## src/rtl/wb_arb_pkg.sv

```systemverilog
// Shared types, widths and the round-robin pick helper for the Wishbone bus arbiter.
package wb_arb_pkg;

    typedef enum logic [1:0] {
        IDLE  = 2'd0,
        BUSY  = 2'd1,
        ABORT = 2'd2
    } wb_state_e;

    localparam int ADR_W = 30;
    localparam int DAT_W = 32;
    localparam int SEL_W = 4;

    // Requests above NUM_MASTERS are zero, so scanning modulo 4 gives the same
    // order of real masters as scanning modulo NUM_MASTERS.
    function automatic logic [1:0] rr_pick(input logic [3:0] req, input logic [1:0] last);
        logic [1:0] pick;
        logic [1:0] idx;
        pick = last;
        for (int i = 4; i >= 1; i--) begin
            idx = last + 2'(i);
            if (req[idx]) begin
                pick = idx;
            end
        end
        return pick;
    endfunction

endpackage

```

## src/rtl/wb_arb_watchdog.sv

```systemverilog
// Stall watchdog: counts unanswered strobe cycles and tallies aborts (saturating).
module wb_arb_watchdog
    import wb_arb_pkg::*;
#(
    parameter int TIMEOUT = 1024
) (
    input  logic        clk100,
    input  logic        reset_n,
    input  logic        active,
    input  logic        stb,
    input  logic        term,
    output logic        expire,
    output logic [15:0] timeout_count
);

    logic [15:0] count_q;
    logic [15:0] count_d;
    logic [15:0] timeout_count_q;
    logic [15:0] timeout_count_d;

    // An answer in the last allowed cycle wins over the abort.
    assign expire = active && stb && !term && (count_q == 16'(TIMEOUT - 1));

    always_comb begin
        count_d         = count_q + 16'd1;
        timeout_count_d = timeout_count_q;
        if (!active || !stb || term || expire) begin
            count_d = '0;
        end
        if (expire && (timeout_count_q != 16'hFFFF)) begin
            timeout_count_d = timeout_count_q + 16'd1;
        end
    end

    always_ff @(posedge clk100 or negedge reset_n) begin
        if (!reset_n) begin
            count_q         <= '0;
            timeout_count_q <= '0;
        end else begin
            count_q         <= count_d;
            timeout_count_q <= timeout_count_d;
        end
    end

    assign timeout_count = timeout_count_q;

endmodule

```

## src/rtl/wishbone_bus_arbiter.sv

```systemverilog
// Round-robin arbiter sharing one Wishbone slave port between several masters,
// holding the grant for a whole cyc and aborting accesses the slave leaves hanging.
module wishbone_bus_arbiter
    import wb_arb_pkg::*;
#(
    parameter int NUM_MASTERS = 2,
    parameter int TIMEOUT     = 1024
) (
    input  logic                         clk100,
    input  logic                         reset_n,
    input  logic [ADR_W*NUM_MASTERS-1:0] m_adr,
    input  logic [DAT_W*NUM_MASTERS-1:0] m_datwr,
    input  logic [SEL_W*NUM_MASTERS-1:0] m_sel,
    input  logic [3*NUM_MASTERS-1:0]     m_cti,
    input  logic [2*NUM_MASTERS-1:0]     m_bte,
    input  logic [NUM_MASTERS-1:0]       m_cyc,
    input  logic [NUM_MASTERS-1:0]       m_stb,
    input  logic [NUM_MASTERS-1:0]       m_we,
    output logic [DAT_W-1:0]             m_datrd,
    output logic [NUM_MASTERS-1:0]       m_ack,
    output logic [NUM_MASTERS-1:0]       m_err,
    output logic [ADR_W-1:0]             wishbone_adr,
    output logic [DAT_W-1:0]             wishbone_datwr,
    output logic [SEL_W-1:0]             wishbone_sel,
    output logic [2:0]                   wishbone_cti,
    output logic [1:0]                   wishbone_bte,
    output logic                         wishbone_cyc,
    output logic                         wishbone_stb,
    output logic                         wishbone_we,
    input  logic [DAT_W-1:0]             wishbone_datrd,
    input  logic                         wishbone_ack,
    input  logic                         wishbone_err,
    output logic [1:0]                   grant,
    output logic                         busy,
    output logic [15:0]                  timeout_count
);

    wb_state_e  state_q, state_d;
    logic [1:0] grant_q, grant_d;
    logic [1:0] last_grant_q, last_grant_d;

    logic [ADR_W-1:0] sel_adr;
    logic [DAT_W-1:0] sel_datwr;
    logic [SEL_W-1:0] sel_sel;
    logic [2:0]       sel_cti;
    logic [1:0]       sel_bte;
    logic             sel_cyc;
    logic             sel_stb;
    logic             sel_we;
    logic             owned;
    logic             expire;

    assign owned = (state_q == BUSY);

    always_comb begin
        sel_adr   = '0;
        sel_datwr = '0;
        sel_sel   = '0;
        sel_cti   = '0;
        sel_bte   = '0;
        sel_cyc   = 1'b0;
        sel_stb   = 1'b0;
        sel_we    = 1'b0;
        for (int i = 0; i < NUM_MASTERS; i++) begin
            if (grant_q == 2'(i)) begin
                sel_adr   = m_adr[i*ADR_W +: ADR_W];
                sel_datwr = m_datwr[i*DAT_W +: DAT_W];
                sel_sel   = m_sel[i*SEL_W +: SEL_W];
                sel_cti   = m_cti[i*3 +: 3];
                sel_bte   = m_bte[i*2 +: 2];
                sel_cyc   = m_cyc[i];
                sel_stb   = m_stb[i];
                sel_we    = m_we[i];
            end
        end
    end

    // Outside BUSY the slave sees an all-zero bus, so ABORT and reset need no extra gating.
    assign wishbone_cyc   = owned & sel_cyc;
    assign wishbone_stb   = owned & sel_cyc & sel_stb;
    assign wishbone_we    = owned & sel_we;
    assign wishbone_adr   = owned ? sel_adr   : '0;
    assign wishbone_datwr = owned ? sel_datwr : '0;
    assign wishbone_sel   = owned ? sel_sel   : '0;
    assign wishbone_cti   = owned ? sel_cti   : '0;
    assign wishbone_bte   = owned ? sel_bte   : '0;
    assign m_datrd        = owned ? wishbone_datrd : '0;

    always_comb begin
        m_ack = '0;
        m_err = '0;
        for (int i = 0; i < NUM_MASTERS; i++) begin
            if (owned && (grant_q == 2'(i))) begin
                m_ack[i] = wishbone_ack;
                m_err[i] = wishbone_err | expire;
            end
        end
    end

    wb_arb_watchdog #(
        .TIMEOUT(TIMEOUT)
    ) u_watchdog (
        .clk100       (clk100),
        .reset_n      (reset_n),
        .active       (owned),
        .stb          (wishbone_stb),
        .term         (wishbone_ack | wishbone_err),
        .expire       (expire),
        .timeout_count(timeout_count)
    );

    always_comb begin
        state_d      = state_q;
        grant_d      = grant_q;
        last_grant_d = last_grant_q;
        case (state_q)
            IDLE: begin
                if (|m_cyc) begin
                    grant_d = rr_pick(4'(m_cyc), last_grant_q);
                    state_d = BUSY;
                end
            end
            BUSY: begin
                if (!sel_cyc) begin
                    last_grant_d = grant_q;
                    state_d      = IDLE;
                end else if (expire) begin
                    state_d = ABORT;
                end
            end
            ABORT: begin
                if (!sel_cyc) begin
                    last_grant_d = grant_q;
                    state_d      = IDLE;
                end
            end
            default: state_d = IDLE;
        endcase
    end

    always_ff @(posedge clk100 or negedge reset_n) begin
        if (!reset_n) begin
            state_q      <= IDLE;
            grant_q      <= 2'd0;
            last_grant_q <= 2'(NUM_MASTERS - 1);
        end else begin
            state_q      <= state_d;
            grant_q      <= grant_d;
            last_grant_q <= last_grant_d;
        end
    end

    assign grant = grant_q;
    assign busy  = (state_q != IDLE);

endmodule

```

## config.mk

```make
export PLATFORM = sky130hd
export DESIGN_NAME = wishbone_bus_arbiter
export DESIGN_NICKNAME = d
export VERILOG_FILES = /design/src/rtl/wb_arb_pkg.sv /design/src/rtl/wb_arb_watchdog.sv /design/src/rtl/wishbone_bus_arbiter.sv
export SDC_FILE = /design/constraint.sdc
export NUM_CORES = 1
export LEC_CHECK = 0
export CORE_AREA = 2 2 122 124
export CTS_CLUSTER_SIZE = 20
export DETAILED_ROUTE_END_ITERATION = 12
export DIE_AREA = 0 0 124 126
export PLACE_DENSITY = 0.63
export SLEW_MARGIN = 40
export SYNTH_ARGS = -nofsm -noshare
export SYNTH_HDL_FRONTEND = slang
export SYNTH_SLANG_ARGS = --single-unit
```

## constraint.sdc

```tcl
create_clock -name clk100 -period 5.2 [get_ports clk100]
set_input_delay 0.52 -clock clk100 [delete_from_list [all_inputs] [get_ports clk100]]
set_output_delay 0.52 -clock clk100 [all_outputs]
set_load 0.02 [all_outputs]
```

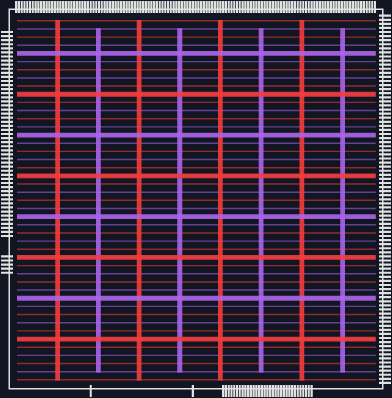
Fig. 1. PDN straps and rails (run 1).
Drawn at 3 px/µm. Pins as bars on the die edge.
purple -> VDD
red -> VSS
met5 straps = 8
rows = 44
met4 straps = 8
met1 rails = 45
signal pins = 313
Std-Cell Core Area: 14,310 µm²
worst supply voltage drop on vdd: 0.0003190 V
die width: 124 µm
vertical die size: 126 µm

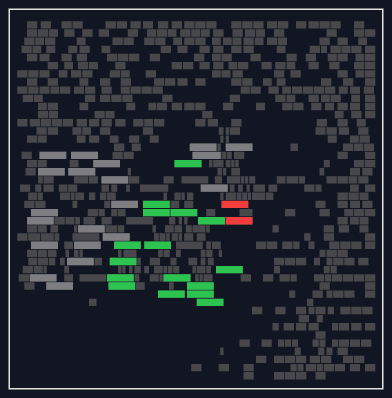
Fig. 2. Sequential cells grouped by signal name (run 1).
Drawn at 3 px/µm. Other sequential cells in the stronger gray, the rest of the logic in the fainter gray.
red -> `state_q`  # sequential cells 2
green -> `u_watchdog.count_q`  # sequential cells 16
not colored = 20
proportion of cell area occupied by registers: 15.09%
utilization after layout: 44.07%
Flop area: 952.2 µm²
total sequential power: 0.334 mW

==> impl_metrics.ini, run 1 <==
; physical design summary
[hold_path]
hp-class = in2async

[routing]
num_vias = 3749
post_dr_vias_cell = 4.686
drtPass1Iterations = 4
drt_iter0_drc = 167
total_met3_wirelength_after_detailed_routing_mm = 2.059
top_layer = met5
route.met2.wl_mm = 7.713
drc = 0
met1_wl_mm = 6.721
routed_wirelength_mm = 16.65
routed_wirelength_normalized_by_instance_count_um = 20.81
route.antenna.remaining_nets = 0

[grt]
track_usage_pct = 20.05
first_global_vias = 3862
global_route.overflow_total = 0
maximum_number_of_pins_on_one_net_before_global_route_repair = 52
global_route_wire_length_before_repair_mm = 23.43
global_route_met1_usage_pct = 24.27
number_of_antenna_violations_at_the_first_check_in_global_routing = 2
groute.layer.met3.usage_pct = 9.511
use_met2_pct = 33.32
grt_busiest_layer = met2

[clock_network]
clock_tree.buffer_depth = 2
clkTransAtPathRegs_ps = 50
cts.sink_count = 38
tritoncts = built
postCtsSetupRepairBufs = 0
hold_bufs_inserted_after_cts = 0
numCtsBuffers = 5
worst_skew_pair.late_latency_ps = 280
htree_levels = 2
ctsResizeCount = 0
clockRootBuffer = clkbuf_16

[critical_path]
timing.critical_path.fanout_max = 51
timing.critical_path.depth = 8
criticalPathCategory = reg2out
critical_path_arrival_ps = 3340
largest_stage_delay_on_the_critical_path_ps = 650
cp_data_required_time_ps = 4680
cp_top_family = buffers and inverters
timing.critical_path.to_type = primary output
worstPathCellList = inv_1 > ha_1 > buf_4 > nand2b_1 > nor2_4 > buf_4 > a22o_1 > clkdlybuf4s50_1
worstRegToRegCells = 7
worst_path_most_repeated_cell = buf_4
worst_path_max_delay_cell = clkdlybuf4s50_1
type_of_origin_of_the_critical_path = flip-flop
path_buffers = 4

[finish]
finish.net_count = 803
post_route_cells_drive_above_1_share_pct = 4.878
syn_to_final_growth_pct = 119.4
layout_top_cell = clkdlybuf4s50_1
commonest_non_fill_non_tap_cells_in_the_layout = 311 x clkdlybuf4s50_1, 72 x a22o_1, 37 x dfrtp_1

[logic_synthesis]
yosys.area_share.xor_xnor_pct = 7.311
avgSynthCellArea_um2 = 9.157
synth.area.top_cells = dfrtp_1 32%, a22o_1 22%, and2_1 7.4%
synth.mux.area_fraction_pct = 2.567
synth-compound-area-share_pct = 26.37
synth_stat.cells = 314
synthDominantCellAreaShare_pct = 32.20
postSynthSeqShare_pct = 33.12
synth.ff_latch_count = 38
synth.logic.top_family = AND-OR/OR-AND gates
synthTopCellsByCount = 72 x a22o_1, 37 x dfrtp_1, 34 x and2_1
library_cell_occupying_the_most_area_in_the_post_synthesis_netlist = dfrtp_1
adder_share_pct = 2.176
syn_nets = 503
number_of_flops_mapped_to_enable_cells_by_yosys = 0
ys_dominant_reg_cell = dfrtp_1
syn-instance-count = 314
ys_types = 39
synth.cellmix.simpleShare_pct = 23.80
synthMostInstantiatedCell = a22o_1
ys_warnings = 0
netlist_area_um2 = 2875
postSynth.asyncResetShare_pct = 100.0
yosys_area_um2 = 2875

[place]
place_ws_ps = 1553
dpl.hpwl_mm = 13.92
globalplace.congestion = 0.9130
portBuffers = 312

[final_timing]
min_period_ps = 3860
worst_setup_slack_final_ps = 1340
report.final.slew_viol_count = 0
setup_tns_ps = 0
fin_skew_ps = 4.504
worst-slew-pin-transition_ps = 657.8
maxClockFrequency_mhz = 259.1
setup_viol = 0
hold-worst-slack_ps = 207.1
grt_setup_unrepaired = no
finalCritPeriodShare_pct = 74.24
maxSlewHeadroom_pct = 56.15
hold_viol = 0

[pwr]
power.density_nw_per_um2 = 430.6
power_report.internal_total_mw = 1.493
pwr-share-clk_pct = 11.1
p_leak_nw = 2.496
seq_power_share_pct = 12.3
power.net_switching_mw = 1.224
switching_share_pct = 45.05
combinationalPowerShare_pct = 76.6
design_power_total_mw = 2.717

[run]
warning_count = 28
drv.max_cap_violation_count = 0

[die]
placement_row_count = 44
floorplan.die_area_um2 = 15620
fp_util_pct = 20.09
io-pin-count = 313

[outcome]
run_status = complete, no violations
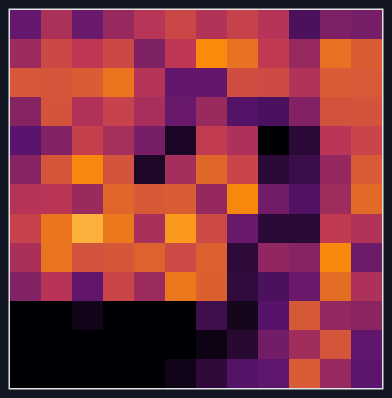
Fig. 3. Placement density heat map (run 1).
Drawn at 3 px/µm. The die is cut into 12 by 13 equal tiles; black is low, pale yellow is high, 0 to 100% covered.
tiles over 75% full = 1.3%
nearly empty tiles = 11%
emptiest ninth of the die = south-west
densest ninth of the die = west
mean over tiles = 39%
fullest tile = 83%

[run 1: power by group through the flow]
stage	sequential (mW)	combinational [mW]	clock, mW
3_3_place_gp	0.339	2.07	0
2_1_floorplan	0.328	1.04	0
6_report	0.334	2.08	0.300
3_5_place_dp	0.340	2.07	0
4_1_cts	0.334	2.09	0.310
5_1_grt	0.338	2.21	0.321
[run 1: per-stage QoR]
stage | util [%] | area [µm²] | instances
2_1_floorplan | - | 2875 | 314
3_3_place_gp | 43.00 | 6155 | 791
3_5_place_dp | 43.00 | 6155 | 791
4_1_cts | 44.03 | 6302 | 799
5_1_grt | 44.06 | 6306 | 799
6_report | 44.07 | 6309 | 800
[run 1: layout make-up]
type / instances / area [µm²]
fillers: 1383 / 8005
repair buffers: 315 / 3143
multi-input cells: 245 / 1799
flip-flops and latches: 38 / 952.2
well taps: 184 / 230.2
clock buffers: 7 / 142.6
inverters: 9 / 33.78
clock inverters: 1 / 5.005
diodes: 1 / 2.502
[run 1: registers in the layout, summed over array words and instances, names as in the netlist]
register and flops:
u_watchdog.count_q 16, u_watchdog.timeout_count 16, grant 2, last_grant_q 2, state_q 2
[run 1: path summary, 6_finish.rpt]
check	end	slack (ps)	startpoint
max	wishbone_datwr[18]	1340	state_q[1]$_DFFE_PN0P_
min	u_watchdog.timeout_count[5]$_DFFE_PN0P_	210	reset_n
max reg2reg	u_watchdog.timeout_count[1]$_DFFE_PN0P_	2440	state_q[1]$_DFFE_PN0P_
min reg2reg	u_watchdog.count_q[0]$_DFF_PN0_	480	u_watchdog.count_q[0]$_DFF_PN0_
max in group asynchronous	last_grant_q[0]$_DFFE_PN1P_	4640	reset_n
min in group clk100	u_watchdog.count_q[0]$_DFF_PN0_	480	u_watchdog.count_q[0]$_DFF_PN0_
==> inputs of run 2 (changes only) <==
==> constraint.sdc (replaced) <==
create_clock -name clk100 -period 4 [get_ports clk100]
set_input_delay 0.4 -clock clk100 [delete_from_list [all_inputs] [get_ports clk100]]
set_output_delay 0.4 -clock clk100 [all_outputs]
set_load 0.02 [all_outputs]
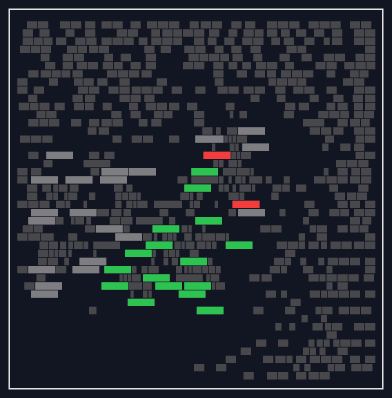
Fig. 4. Sequential cells grouped by signal name (run 2).
Drawn at 3 px/µm. Other sequential cells in the stronger gray, the rest of the logic in the fainter gray.
red -> `state_q`  # sequential cells 2
green -> `u_watchdog.count_q`  # sequential cells 16
utilization after layout: 44.11%
total sequential power: 0.434 mW

==> run 2 against run 1 <==
Net effect:
- first-iteration DRC count is the same
- combinational power up 31%
- synthesized cell count did not move
- via count up 0.21%
- sequential share of layout area about the same
- clock skew decreased by 0.93 ps
- largest power group unchanged
- highest routed layer unchanged
==> impl_metrics.ini, run 2 <==
; physical design summary
[outcome]
run_status = complete, no violations

[grt]
number_of_antenna_violations_at_the_first_check_in_global_routing = 1
global_route.overflow_total = 0
first_global_vias = 3843
maximum_number_of_pins_on_one_net_before_global_route_repair = 54
track_usage_pct = 19.92
global_route_wire_length_before_repair_mm = 23.24

[critical_path]
type_of_origin_of_the_critical_path = flip-flop
timing.critical_path.to_type = primary output
setup.reg_to_reg.worst_slack_ps = 1420
largest_stage_delay_on_the_critical_path_ps = 640
criticalPathCategory = reg2out
path_buffers = 4
worstRegToRegCells = 4
crit-reg2reg-launch = grant[0]$_DFFE_PN0P_
worstPathCellList = inv_1 > ha_1 > buf_4 > and2b_2 > and2_2 > buf_4 > a22o_1 > clkdlybuf4s50_1
worst_path_most_repeated_cell = buf_4
cp_top_family = buffers and inverters
cp_data_required_time_ps = 3600
timing.critical_path.fanout_max = 33
critical_path_arrival_ps = 3120
worst_path_max_delay_cell = clkdlybuf4s50_1
worstReg2RegEnd = u_watchdog.timeout_count[1]$_DFFE_PN0P_

[clock_network]
tritoncts = built
htree_levels = 2
worst_skew_pair.late_latency_ps = 280
hold_bufs_inserted_after_cts = 0
clkTransAtPathRegs_ps = 50
ctsResizeCount = 0
postCtsSetupRepairBufs = 0
cts.sink_count = 38
clockRootBuffer = clkbuf_16
numCtsBuffers = 5
clock_tree.buffer_depth = 2

[pwr]
power.ir.vdd_worst_v = 0.0002683
power.density_nw_per_um2 = 559.7
design_power_total_mw = 3.533
p_leak_nw = 2.494

[final_timing]
grt_setup_unrepaired = no
report.final.slew_viol_count = 0
maxClockFrequency_mhz = 284.3
setup_tns_ps = 0
hold-worst-slack_ps = 92.66
min_period_ps = 3517
maxSlewHeadroom_pct = 56.68
fin_skew_ps = 3.573
worst-slew-pin-transition_ps = 649.8
hold_viol = 0
setup_viol = 0
finalCritPeriodShare_pct = 87.92
worst_setup_slack_final_ps = 483.1

[place]
placedCellCount = 792
placed_area_um2 = 6177
globalplace.congestion = 0.9847
dpl.hpwl_mm = 13.77
place_ws_ps = 650.1
portBuffers = 312

[logic_synthesis]
number_of_flops_mapped_to_enable_cells_by_yosys = 0
synth_stat.cells = 314
postSynth.asyncResetShare_pct = 100.0
ys_warnings = 0
library_cell_occupying_the_most_area_in_the_post_synthesis_netlist = dfrtp_1
syn_nets = 503
ys_types = 39
postSynthSeqShare_pct = 33.12
synthTopCellsByCount = 72 x a22o_1, 37 x dfrtp_1, 34 x and2_1
synth.area.top_cells = dfrtp_1 32%, a22o_1 22%, and2_1 7.4%
synth.ff_latch_count = 38
synthDominantCellAreaShare_pct = 32.20
ys_dominant_reg_cell = dfrtp_1
avgSynthCellArea_um2 = 9.157
netlist_area_um2 = 2875
yosys_area_um2 = 2875
synthMostInstantiatedCell = a22o_1
syn-instance-count = 314

[run]
drv.max_cap_violation_count = 0
warning_count = 28

[finish]
layout_top_cell = clkdlybuf4s50_1
post_route_cells_drive_above_1_share_pct = 4.708
multiInputGateArea_um2 = 1798
finish.net_count = 804
commonest_non_fill_non_tap_cells_in_the_layout = 311 x clkdlybuf4s50_1, 72 x a22o_1, 37 x dfrtp_1
seq_area_um2 = 952.2
finalInstanceArea_um2 = 6314
num_antenna_cells = 0
fill_cells = 1363
syn_to_final_growth_pct = 119.6
instances_no_fill = 800

[die]
floorplan.die_area_um2 = 15620
fp_util_pct = 20.09
core_area_um2 = 14310
die_height_um = 126
chipWidth_um = 124
io-pin-count = 313
placement_row_count = 44

[hold_path]
hp-class = in2async

[routing]
num_vias = 3757
drtPass1Iterations = 4
met1_wl_mm = 6.426
routed_wirelength_mm = 16.38
post_dr_vias_cell = 4.696
top_layer = met5
route.met2.wl_mm = 7.370
route.antenna.remaining_nets = 0
drc = 0
total_met3_wirelength_after_detailed_routing_mm = 2.307
drt_iter0_drc = 167
routed_wirelength_normalized_by_instance_count_um = 20.48
-- run 2: cell counts after synthesis --
No cell type changed its count.
-- run 2: final cells by class --
type | count | area share [%]
Inverter | 9 | 0.5351
Multi-Input combinational cell | 245 | 28.48
Timing Repair Buffer | 316 | 50.10
Clock buffer | 8 | 2.160
Sequential cell | 38 | 15.08
Tap cell | 184 | 3.646
-- run 2: report_power, final --
part           switching, mW  total (mW)  internal (mW)
Combinational           1.42        2.73           1.31
Clock                  0.141       0.372          0.232
Sequential            0.0301       0.434          0.404
-- run 2: cells by family after synthesis --
kind of cell,count (synthesis),synth area share (%)
compound gates,90,26.37
xor+xnor,24,7.311
fa+ha+maj,5,2.176
buf+inv,31,4.656
flops,38,33.12
mux,7,2.567
simple gates,119,23.80
-- run 2: worst max path at each step --
stage,slack (ps),depth (start not counted),to,startpoint
CTS,460,8,wishbone_datwr[14],state_q[1]$_DFFE_PN0P_
finish,480,8,wishbone_datwr[14],state_q[1]$_DFFE_PN0P_
global route,260,8,wishbone_datwr[14],state_q[1]$_DFFE_PN0P_
detailed placement,650,7,m_err[0],wishbone_ack
floorplan,1520,5,m_err[0],grant[1]$_DFFE_PN0P_
global placement,680,7,m_err[0],wishbone_ack
-- run 2: layer usage --
| layer | up-vias | track usage [%] |
|---|---|---|
| met5 | - | 0 |
| met4 | 2 | 3.305 |
| met3 | 19 | 10.96 |
| met2 | 194 | 32.13 |
| met1 | 1778 | 23.62 |
| li1 | 1764 | - |
-- run 2: worst register-to-register path, cell delays in order (launching register included) --
cell and delay, ps:
dfrtp_1 640, mux2i_1 260, or4_4 580, a311oi_4 570, mux2_2 410
No activity file was given, so power comes from the tool's default toggle rates.
